<file path="config.mk">
export PLATFORM = sky130hd
export DESIGN_NAME = msg_tx_arbiter_flat
export DESIGN_NICKNAME = d
export VERILOG_FILES = /design/src/rtl/msg_tx_arbiter_if.sv /design/src/rtl/msg_tx_arbiter.sv /design/src/flat_wrapper.sv
export SDC_FILE = /design/constraint.sdc
export NUM_CORES = 1
export LEC_CHECK = 0
export ABC_AREA = 1
export CELL_PAD_IN_SITES_DETAIL_PLACEMENT = 1
export CELL_PAD_IN_SITES_GLOBAL_PLACEMENT = 1
export CORE_AREA = 5 5 183 185
export CTS_CLUSTER_SIZE = 16
export DETAILED_ROUTE_END_ITERATION = 8
export DIE_AREA = 0 0 188 190
export GPL_ROUTABILITY_DRIVEN = 0
export HOLD_SLACK_MARGIN = 0.15
export PLACE_DENSITY = 0.83
export SKIP_CTS_REPAIR_TIMING = 1
export SLEW_MARGIN = 40
export SYNTH_ARGS = -nofsm -noshare
export SYNTH_HDL_FRONTEND = slang
export SYNTH_SLANG_ARGS = --single-unit
</file>
<file path="constraint.sdc">
create_clock -name CLOCK_50 -period 1.7 [get_ports CLOCK_50]
set_input_delay 0.34 -clock CLOCK_50 [delete_from_list [all_inputs] [get_ports CLOCK_50]]
set_output_delay 0.34 -clock CLOCK_50 [all_outputs]
set_load 0.02 [all_outputs]
</file>
<file path="src/rtl/msg_tx_arbiter_if.sv">
// Bundle of message-source and GPIO-link handshake signals for msg_tx_arbiter.
// master = sources/link side, slave = arbiter side.
interface msg_tx_arbiter_if #(
   parameter int unsigned MSG_W = 128
);
   logic             kb_req;
   logic [MSG_W-1:0] kb_msg;
   logic             kb_grant;
   logic             pre_req;
   logic [MSG_W-1:0] pre_msg;
   logic             pre_grant;
   logic             link_data_ready;
   logic [MSG_W-1:0] link_message_out;
   logic             link_done;
   logic             busy;
   logic             err;
   logic             last_src;

   modport master (
      output kb_req, kb_msg, pre_req, pre_msg, link_done,
      input  kb_grant, pre_grant, link_data_ready, link_message_out, busy, err, last_src
   );

   modport slave (
      input  kb_req, kb_msg, pre_req, pre_msg, link_done,
      output kb_grant, pre_grant, link_data_ready, link_message_out, busy, err, last_src
   );
endinterface

</file>
<file path="src/rtl/msg_tx_arbiter.sv">
// Round-robin arbiter between keyboard and preset message sources feeding the GPIO link,
// with done handshake, timeout/retry and sticky error. ARB_STATS_EN adds send counters.
module msg_tx_arbiter #(
   parameter int unsigned MSG_W          = 128,
   parameter int unsigned TIMEOUT_CYCLES = 50000000,
   parameter int unsigned MAX_RETRY      = 3,
   parameter int unsigned CNT_W          = 26
) (
   input  logic                  CLOCK_50,
   input  logic                  RESETN,
   msg_tx_arbiter_if.slave       bus
`ifdef ARB_STATS_EN
   ,
   output logic [15:0]           sent_ok_cnt,
   output logic [15:0]           sent_err_cnt
`endif
);
   localparam int unsigned RW = $clog2(MAX_RETRY + 2);
   localparam logic [CNT_W-1:0] TO_LAST    = CNT_W'(TIMEOUT_CYCLES - 1);
   localparam logic [RW-1:0]    RETRY_LAST = RW'(MAX_RETRY);

   typedef enum logic [2:0] {S_IDLE, S_GRANT, S_SEND, S_WAIT_DROP, S_ERROR} state_t;

   state_t           r_state;
   logic [CNT_W-1:0] r_cnt;
   logic [RW-1:0]    r_retry;
   logic             r_rr_ptr;
   logic             r_kb_grant;
   logic             r_pre_grant;
   logic             r_ready;
   logic [MSG_W-1:0] r_msg;
   logic             r_err;
   logic             r_last_src;
   logic             r_sync1, r_sync2, r_sync3;
   logic             w_done_rise;
`ifdef ARB_STATS_EN
   logic [15:0]      r_ok_cnt, r_err_cnt;
`endif

   always_ff @(posedge CLOCK_50 or negedge RESETN) begin
      if (!RESETN) begin
         r_sync1 <= 1'b0;
         r_sync2 <= 1'b0;
         r_sync3 <= 1'b0;
      end else begin
         r_sync1 <= bus.link_done;
         r_sync2 <= r_sync1;
         r_sync3 <= r_sync2;
      end
   end

   assign w_done_rise = r_sync2 & ~r_sync3;

   always_ff @(posedge CLOCK_50 or negedge RESETN) begin
      if (!RESETN) begin
         r_state     <= S_IDLE;
         r_cnt       <= '0;
         r_retry     <= '0;
         r_rr_ptr    <= 1'b0;
         r_kb_grant  <= 1'b0;
         r_pre_grant <= 1'b0;
         r_ready     <= 1'b0;
         r_msg       <= '0;
         r_err       <= 1'b0;
         r_last_src  <= 1'b0;
`ifdef ARB_STATS_EN
         r_ok_cnt    <= '0;
         r_err_cnt   <= '0;
`endif
      end else begin
         r_kb_grant  <= 1'b0;
         r_pre_grant <= 1'b0;
         case (r_state)
            S_IDLE: begin
               if (bus.kb_req || bus.pre_req) begin
                  if (bus.kb_req && (!bus.pre_req || !r_rr_ptr)) begin
                     r_kb_grant <= 1'b1;
                     r_msg      <= bus.kb_msg;
                     r_last_src <= 1'b0;
                     r_rr_ptr   <= 1'b1;
                  end else begin
                     r_pre_grant <= 1'b1;
                     r_msg       <= bus.pre_msg;
                     r_last_src  <= 1'b1;
                     r_rr_ptr    <= 1'b0;
                  end
                  r_err   <= 1'b0;
                  r_state <= S_GRANT;
               end
            end
            S_GRANT: begin
               r_cnt   <= '0;
               r_retry <= '0;
               r_ready <= 1'b1;
               r_state <= S_SEND;
            end
            S_SEND: begin
               if (w_done_rise) begin
                  r_ready <= 1'b0;
                  r_state <= S_WAIT_DROP;
`ifdef ARB_STATS_EN
                  r_ok_cnt <= r_ok_cnt + 16'd1;
`endif
               end else if (r_cnt == TO_LAST) begin
                  r_ready <= 1'b0;
                  if (r_retry == RETRY_LAST) begin
                     r_err   <= 1'b1;
                     r_state <= S_ERROR;
`ifdef ARB_STATS_EN
                     r_err_cnt <= r_err_cnt + 16'd1;
`endif
                  end else begin
                     r_retry <= r_retry + RW'(1);
                     r_cnt   <= '0;
                  end
               end else begin
                  // the 1-cycle gap after a retry counts toward the next attempt
                  r_ready <= 1'b1;
                  r_cnt   <= r_cnt + CNT_W'(1);
               end
            end
            S_WAIT_DROP: if (!r_sync2) r_state <= S_IDLE;
            S_ERROR:     r_state <= S_IDLE;
            default:     r_state <= S_IDLE;
         endcase
      end
   end

   assign bus.kb_grant         = r_kb_grant;
   assign bus.pre_grant        = r_pre_grant;
   assign bus.link_data_ready  = r_ready;
   assign bus.link_message_out = r_msg;
   assign bus.busy             = (r_state != S_IDLE);
   assign bus.err              = r_err;
   assign bus.last_src         = r_last_src;
`ifdef ARB_STATS_EN
   assign sent_ok_cnt  = r_ok_cnt;
   assign sent_err_cnt = r_err_cnt;
`endif
endmodule

</file>
<file path="src/flat_wrapper.sv">
// flat-port wrapper written by rule: the top's interface ports become plain ports
module msg_tx_arbiter_flat 
#(
   parameter int unsigned MSG_W          = 128,
   parameter int unsigned TIMEOUT_CYCLES = 50000000,
   parameter int unsigned MAX_RETRY      = 3,
   parameter int unsigned CNT_W          = 26
)
  (CLOCK_50, RESETN, bus_kb_req, bus_kb_msg, bus_pre_req, bus_pre_msg, bus_link_done, bus_kb_grant, bus_pre_grant, bus_link_data_ready, bus_link_message_out, bus_busy, bus_err, bus_last_src);
  msg_tx_arbiter_if #(.MSG_W(MSG_W)) bus_i ();
  input  logic CLOCK_50;
  input  logic RESETN;
  input wire logic [$bits(bus_i.kb_req)-1:0] bus_kb_req;
  input wire logic [$bits(bus_i.kb_msg)-1:0] bus_kb_msg;
  input wire logic [$bits(bus_i.pre_req)-1:0] bus_pre_req;
  input wire logic [$bits(bus_i.pre_msg)-1:0] bus_pre_msg;
  input wire logic [$bits(bus_i.link_done)-1:0] bus_link_done;
  output wire logic [$bits(bus_i.kb_grant)-1:0] bus_kb_grant;
  output wire logic [$bits(bus_i.pre_grant)-1:0] bus_pre_grant;
  output wire logic [$bits(bus_i.link_data_ready)-1:0] bus_link_data_ready;
  output wire logic [$bits(bus_i.link_message_out)-1:0] bus_link_message_out;
  output wire logic [$bits(bus_i.busy)-1:0] bus_busy;
  output wire logic [$bits(bus_i.err)-1:0] bus_err;
  output wire logic [$bits(bus_i.last_src)-1:0] bus_last_src;
  assign bus_i.kb_req = bus_kb_req;
  assign bus_i.kb_msg = bus_kb_msg;
  assign bus_i.pre_req = bus_pre_req;
  assign bus_i.pre_msg = bus_pre_msg;
  assign bus_i.link_done = bus_link_done;
  assign bus_kb_grant = bus_i.kb_grant;
  assign bus_pre_grant = bus_i.pre_grant;
  assign bus_link_data_ready = bus_i.link_data_ready;
  assign bus_link_message_out = bus_i.link_message_out;
  assign bus_busy = bus_i.busy;
  assign bus_err = bus_i.err;
  assign bus_last_src = bus_i.last_src;
  msg_tx_arbiter #(.MSG_W(MSG_W), .TIMEOUT_CYCLES(TIMEOUT_CYCLES), .MAX_RETRY(MAX_RETRY), .CNT_W(CNT_W)) u_core (.CLOCK_50(CLOCK_50), .RESETN(RESETN), .bus(bus_i));
endmodule
</file>
==> results.txt, run 1 <==
Implementation results

The flow ran to the end, and the final reports show no timing, DRC or antenna violations. The tightest slew margin relative to the limit is 0.751. The largest net degree at the start of global routing is between 50 and 60. The total met3 wirelength after detailed routing is between 2000 and 3000 um. The delay contributed by the slowest stage of the critical path is about 0.40 ns.

The total number of H-tree levels is 4. The via count of the first global-routing pass is between 9,000 and 10,000. Once layout is done, the placed cells without fillers occupy roughly 0.014 sq mm. The synthesized netlist occupies a cell area of about 0.0081 sq mm. The clock transition at the registers of the reported paths is 0.07 ns.

The placement stage leaves a total instance area of approximately 0.013 sq mm. The final period utilization is 0.966. The worst hold path class is in -> reg. The final antenna-violating net count is 0. Counting instances, the worst hold path has a depth of 1. The number of cell rows is roughly 66.

Per the final timing report, the hold violations number 0. The fmax is 0.609 GHz. Detailed-route iteration 0 reported a violation count of about 370. The overall die size recorded for this design is between 0.03 and 0.04 sq mm. CTS added clock buffers totalling 17.

The part of the power in the clock network is 0.167. The total met2 wirelength after detailed routing is 18,600 um. The number of distinct standard cells referenced by the synthesized netlist is 35. The clock net sink count is between 150 and 200. Per the run report, area growth between synthesis and finish was 74.4%. For this sky-water flow run, the detailed-routed wirelength per cell is reported as ~19 um.

The depth of the worst register-to-register path is 9. Per the synthesis report, the simple-gate share of the synthesized area is 0.368. The initial antenna violation count came to 1.

The top cell type's share of synthesized area is 0.522. The main area contributors are sky130_fd_sc_hd__dfrtp_1 (52%), sky130_fd_sc_hd__nand2_1 (21%), sky130_fd_sc_hd__nand3_1 (8.4%), sky130_fd_sc_hd__nor2_1 (3.5%), sky130_fd_sc_hd__o21ai_0 (3.4%). The tally of max-capacitance violations is 0.

The gate count of the mapped netlist is 1,042. STA lists the startpoint of the worst hold path as bus_link_done. The final timing report derives a shortest allowable period of 1.64 ns. Leaving out fill and tap cells, the most frequent cells in the layout are sky130_fd_sc_hd__nand2_1 (449), sky130_fd_sc_hd__clkdlybuf4s50_1 (259), sky130_fd_sc_hd__dfrtp_1 (166), sky130_fd_sc_hd__nand3_1 (135), sky130_fd_sc_hd__dlymetal6s2s_1 (134). The worst setup path is captured at an output port. Counting along the longest clock path gives a buffer depth of 2. The worst hold slack is 0.335 ns. STA classifies the critical path startpoint as a flip-flop.

The warning total across the stage logs is 26.
run 1: layer usage:
metal,vias up,GRT usage
li1,4201,-
met1,4341,0.219
met2,319,0.333
met3,87,0.0670
met4,0,0.0709
met5,-,0
run 1: worst reg2reg max path: stages (launching register included):
cell and delay [ns]:
sky130_fd_sc_hd__dfrtp_1 0.40, sky130_fd_sc_hd__inv_2 0.11, sky130_fd_sc_hd__nand3_4 0.11, sky130_fd_sc_hd__a21oi_4 0.17
sky130_fd_sc_hd__buf_4 0.15, sky130_fd_sc_hd__inv_4 0.06, sky130_fd_sc_hd__buf_12 0.17, sky130_fd_sc_hd__buf_4 0.18
sky130_fd_sc_hd__nand2_1 0.06, sky130_fd_sc_hd__nand3_1 0.09
run 1: power groups by stage:
stage	Sequential (W)	Clock [W]	Combinational [W]
6_report	0.00672	0.00386	0.0125
5_1_grt	0.00694	0.00413	0.0136
4_1_cts	0.00678	0.00399	0.0126
3_5_place_dp	0.00679	0	0.0125
3_3_place_gp	0.00671	0	0.0122
2_1_floorplan	0.00858	0	0.00405
run 1: final cells by class:
cell class	instances	area [sq um]
Fill cell	3779	17700
Timing Repair Buffer	471	5110
Sequential cell	169	4230
Multi-Input combinational cell	789	3580
Tap cell	408	510
Clock buffer	18	429
Inverter	37	146
Clock inverter	12	128
Antenna cell	1	2.50
run 1: sequential cells by signal, summed over array words and instances, names as in the netlist:
signal	cells
u_core.r_sync3	1
u_core.bus.link_message_out	128
u_core.r_rr_ptr	1
u_core.r_state	3
u_core.bus.pre_grant	1
u_core.r_cnt	26
u_core.bus.kb_grant	1
u_core.bus.err	1
u_core.r_sync1	1
u_core.r_retry	3
u_core.bus.last_src	1
u_core.r_sync2	1
u_core.bus.link_data_ready	1
run 1: cell usage after synthesis, drive strengths merged:
master  number
nor3         6
o21ai       66
or2          3
clkbuf      21
nand3      142
xor2         7
a31oi        2
nand4        6
nor2        85
o31ai        1
nand2      459
nand3b       3
a21oi        3
inv         37
dfrtp      169
ha           3
xnor2        2
buf         26
o21bai       1
run 1: metrics by stage:
stage	power [W]	TNS [ns]	setup WS [ns]
final	0.0231	0	0.0581
after global routing	0.0246	-0.248	-0.0303
after CTS	0.0233	-13.88	-0.417
after detailed placement	0.0193	-30.71	-0.316
after global placement	0.0189	-24.31	-0.260
after floorplan	0.0126	0	0.0698
run 1: how the worst max path moves through the flow:
stage	cells past startpoint	from	endpoint	slack [ns]
6_report	3	u_core.r_state[1]	bus_busy	0.06
5_1_grt	10	u_core.r_cnt[7]	u_core.r_cnt[3]	-0.03
4_1_cts	3	u_core.r_state[0]	bus_busy	-0.42
3_5_place_dp	8	bus_kb_req	u_core.bus.link_message_out[12]	-0.32
3_3_place_gp	8	bus_kb_req	u_core.bus.link_message_out[12]	-0.26
2_1_floorplan	11	u_core.r_cnt[0]	u_core.r_cnt[15]	0.07
run 1: kinds of logic after synthesis:
| kind of cell | Yosys count |
|---|---|
| and+or+nand+nor | 704 |
| DFF | 169 |
| buffers and inverters | 84 |
| AOI/OAI and AO/OA | 73 |
| xor gates and xnor gates | 9 |
| adders and majority gates | 3 |
==> run_1/layer_met1.png <==
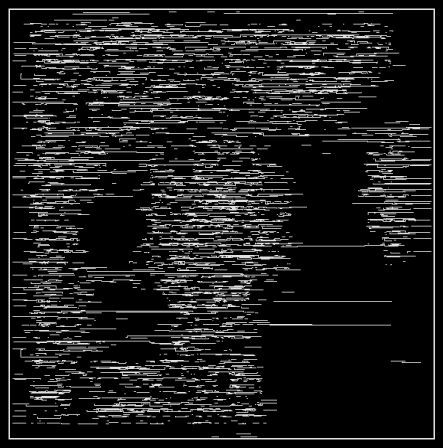
nets with wire on the layer = 1,542
share of all routed wire = 38%
main direction = horizontal
longest straight run = 75.0 um

==> run_1/layer_met2.png <==
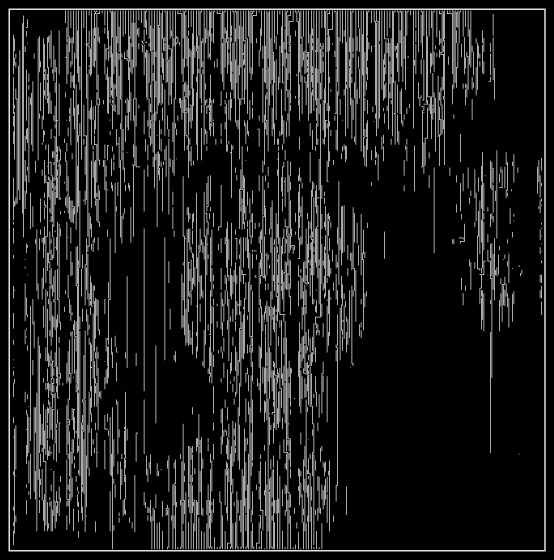
nets with wire on the layer = 1,544
wire length on this layer = 18,600 um
met2 usage in global routing: 0.333
Vias: 8,948
final wirelength: 36,400 um

==> run_1/layer_met3.png <==
The bar under the picture is 50 um long. Cells faint in the background.
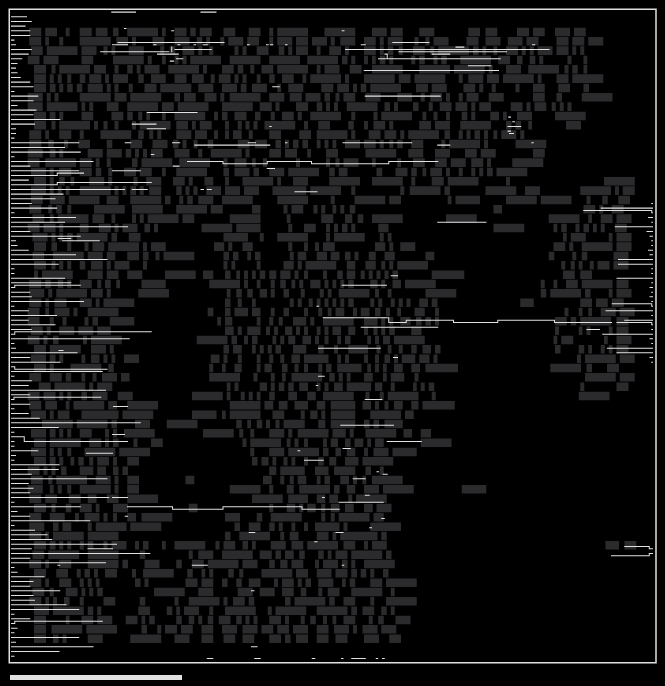
share of all routed wire = 6.9%
wire length on this layer = 2,520 um
main direction = horizontal
met3 Track Usage GR: 0.0670

==> run_1/layer_met4.png <==
The bar under the picture is 50 um long.
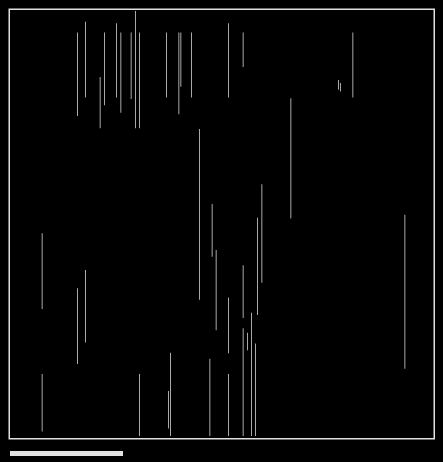
nets with wire on the layer = 36
main direction = vertical
longest straight run = 75.5 um

==> run_1/congestion.png <==
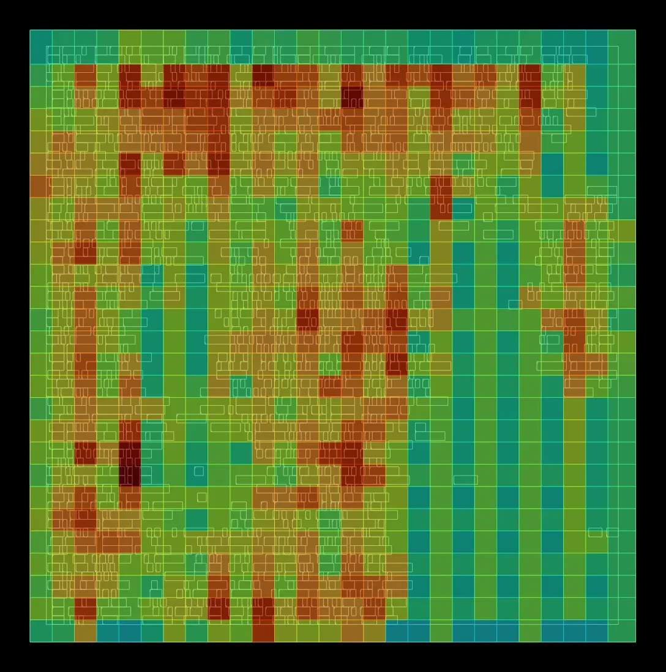

==> run 1 -> run 2 <==
--- a/config.mk
+++ b/config.mk
@@ -8,13 +8,14 @@
 export ABC_AREA = 1
 export CELL_PAD_IN_SITES_DETAIL_PLACEMENT = 1
 export CELL_PAD_IN_SITES_GLOBAL_PLACEMENT = 1
-export CORE_AREA = 5 5 183 185
+export CORE_AREA = 5 5 149 151
 export CTS_CLUSTER_SIZE = 16
 export DETAILED_ROUTE_END_ITERATION = 8
-export DIE_AREA = 0 0 188 190
+export DIE_AREA = 0 0 154 156
+export DONT_BUFFER_PORTS = 1
 export GPL_ROUTABILITY_DRIVEN = 0
 export HOLD_SLACK_MARGIN = 0.15
-export PLACE_DENSITY = 0.83
+export PLACE_DENSITY = 0.81
 export SKIP_CTS_REPAIR_TIMING = 1
 export SLEW_MARGIN = 40
 export SYNTH_ARGS = -nofsm -noshare
==> run_2/congestion.png <==
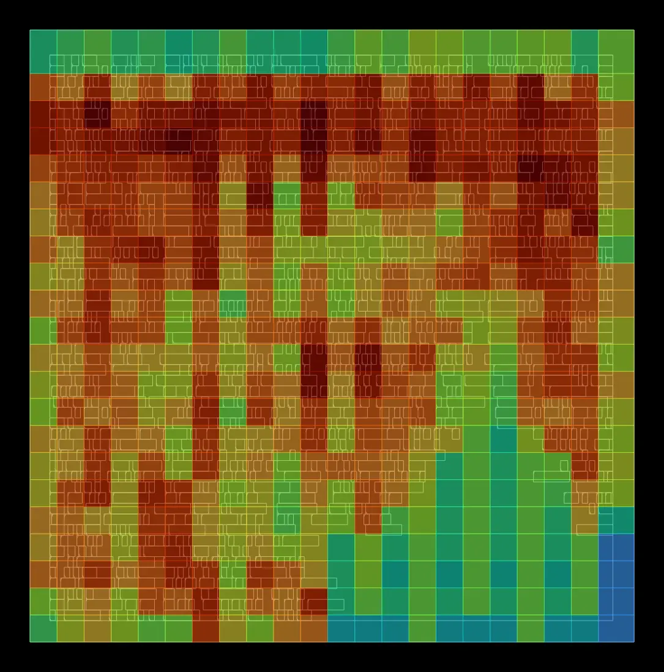
peak-usage layer in the global routing report: met2
average wire length per cell after detail routing: 27.5 um
Core Util, Final: 0.583

==> run_2/layer_met3.png <==
The bar under the picture is 50 um long. Cells faint in the background.
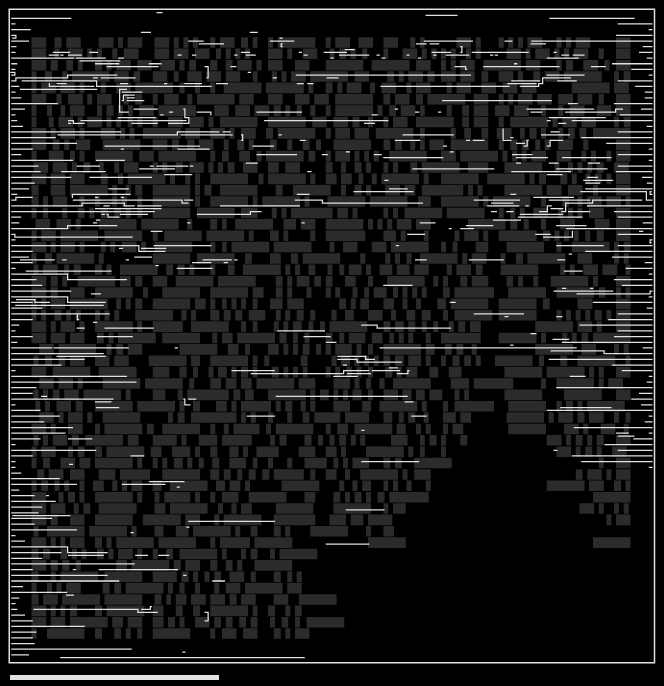
wire length on this layer = 3,700 um
longest straight run = 58.2 um
met3 Track Usage GR: 0.0857
Vias: 9,314
final wirelength: 44,300 um

==> run_2/layer_met4.png <==
The bar under the picture is 50 um long.
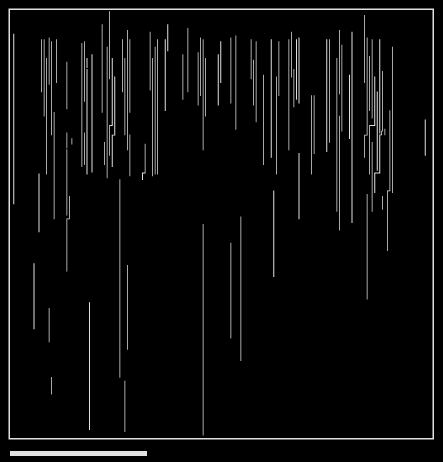
nets with wire on the layer = 92
main direction = vertical
share of all routed wire = 6.4%

==> run 2 against run 1 <==
The run now ends with negative hold slack, negative setup slack left. Combinational power down 36%. Die area fell by 33%. Critical path depth grew 5. Clock skew is 0.0089 ns higher. Hold slack lost 0.76 ns. Flip-flop count is the same. Power down 5.5%. Global-route usage is 4.5 points higher. Critical endpoint is now u_core.bus.link_message_out[125]. Largest cell class is now flip-flops and latches. Largest power group is now sequential cells.
==> results.txt, run 2 <==
Implementation results

The tightest slew margin relative to the limit came to 0.744 (-0.00611). The clock transition at the registers of the reported paths is 0.08 ns (about the same). The number of hold-slack violations in the final timing report is 169 (+169).

The number of distinct standard cells referenced by the synthesized netlist is 35 (unchanged). The worst hold slack is -0.422 ns (-0.757 ns). The most frequent cell after synthesis is sky130_fd_sc_hd__nand2_1. The sum of internal, switching and leakage power is 0.0218 W (-5.5%).

The worst setup timing slack at the placement stage came to 0.00204 ns (+0.318 ns). In the layout the commonest cells are sky130_fd_sc_hd__nand2_1 (448), sky130_fd_sc_hd__dlygate4sd3_1 (243), sky130_fd_sc_hd__dfrtp_1 (163), sky130_fd_sc_hd__nand3_1 (134), sky130_fd_sc_hd__nor2_1 (65). The total die size was 0.0240 sq mm (-33%). The warning total across the stage logs is 30 (+15%). The beginning of the critical path is u_core.r_state[0]. The smallest setup slack after layout was -0.109 ns (-0.167 ns). The clock net sink count is 169 (unchanged). The final reports fail on negative hold slack, negative setup slack. The gate count of the mapped netlist was 1,042 (unchanged). The total number of H-tree levels was 4 (unchanged). The flow ran to the end, but the final reports show violations.

The post-place instance area is 0.00858 sq mm (-34%). The worst hold path class is in -> async. The final antenna-violating net count is 0 (unchanged).

The synthesis report lists the most area-consuming cells as sky130_fd_sc_hd__dfrtp_1 (52%), sky130_fd_sc_hd__nand2_1 (21%), sky130_fd_sc_hd__nand3_1 (8.4%), sky130_fd_sc_hd__nor2_1 (3.5%), sky130_fd_sc_hd__o21ai_0 (3.4%). The delay contributed by the slowest stage of the critical path came to 0.45 ns (+0.05 ns). The number of enable flip-flop cells is 0 (unchanged). The commonest cells after synthesis are sky130_fd_sc_hd__nand2_1 (454), sky130_fd_sc_hd__dfrtp_1 (169), sky130_fd_sc_hd__nand3_1 (136). STA classifies the critical path endpoint as a flip-flop.

The total met2 wirelength after detailed routing is 22,700 um (+22%). The final period utilization was 1.06 (+0.0985). The fmax is 0.553 GHz (-9.3%). The dominant register cell in the synthesized netlist is sky130_fd_sc_hd__dfrtp_1.

The initial antenna violation count was 11 (+10). The number of DRC markers in iteration 0 came to 856 (+130%). The netlist area before placement was 0.00811 sq mm (unchanged). The kind of start point of the critical path is a flip-flop. The clock tree buffer depth is 2 (unchanged).

The largest net degree at the start of global routing is 170 (+210%). The number of CTS-inserted buffers is 17 (unchanged). The tally of max-capacitance violations is 0 (unchanged). The number of inserted filler cells in the final layout is 2,403 (-36%). The number of flip-flops under the largest register name was 128 (unchanged). The final timing report counts setup violations totalling about 46. The proportion of synthesized flip-flops having asynchronous set or reset came to 1.00 (unchanged). The number of cell rows is 53 (-20%).
## run 2: cell count changes in the layout (fill, tap and decap cells not counted), sizes merged, moves of 4 or more
cell / change
dlygate4sd3: +242
clkdlybuf4s50: -259
buf: -31
clkbuf: +4
diode: +13
dlymetal6s2s: -134
## run 2: final timing paths
kind / end / slack (ns) / cells past startpoint
setup / recovery: u_core.bus.link_message_out[125] / -0.11 / 8
min in group CLOCK_50: u_core.bus.link_message_out[63] / 0.15 / 2
hold / removal: u_core.bus.link_message_out[48] / -0.42 / 0
max in group asynchronous: u_core.r_cnt[14] / 1.89 / 0
setup reg to reg: u_core.bus.link_message_out[125] / -0.11 / 8
hold reg to reg: u_core.r_sync2 / 0.35 / 0
## run 2: area by class of cell
class,instances,area [sq um],area share
Sequential cell,169,4240,0.351
Multi-Input combinational cell,789,3600,0.299
Timing Repair Buffer,293,3070,0.254
Clock buffer,18,439,0.0364
Tap cell,275,344,0.0285
Clock inverter,14,176,0.0146
Inverter,37,158,0.0131
Antenna cell,14,35.0,0.00290
Timing Repair inverter,1,7.51,0.000622
## run 2: through the flow
stage	utilization	TNS, ns
final	0.583	-1.43
after global routing	0.583	-8.25
after CTS	0.445	-0.0243
after detailed placement	0.415	0
after global placement	0.415	0
after floorplan	-	0
## run 2: logic make-up after synthesis
| group | synth area share |
|---|---|
| compound gates | 0.0497 |
| xor+xnor | 0.00972 |
| fa+ha+maj | 0.00463 |
| buf+inv | 0.0468 |
| flops | 0.522 |
| simple gates | 0.368 |
## run 2: per-layer routing
metal | vias to the layer above | GRT usage
met5 | - | 0
met4 | 4 | 0.0681
met3 | 204 | 0.0857
met2 | 636 | 0.396
met1 | 4595 | 0.291
li1 | 3875 | -
## run 2: critical path: cells and delay by family, from the launching register on
kind | cells | cell delay [ns]
buffers and inverters | 3 | 0.59
and+or+nand+nor | 4 | 0.51
DFF | 1 | 0.45
AOI/OAI and AO/OA | 1 | 0.15
## run 2: report_power, final
group | leakage, nW | internal [W] | total [W] | switching, W
Sequential | 2.10 | 0.00570 | 0.00961 | 0.00391
Clock | 0.295 | 0.00216 | 0.00424 | 0.00208
Combinational | 2.97 | 0.00295 | 0.00800 | 0.00505
Power and IR drop assume default switching activity.
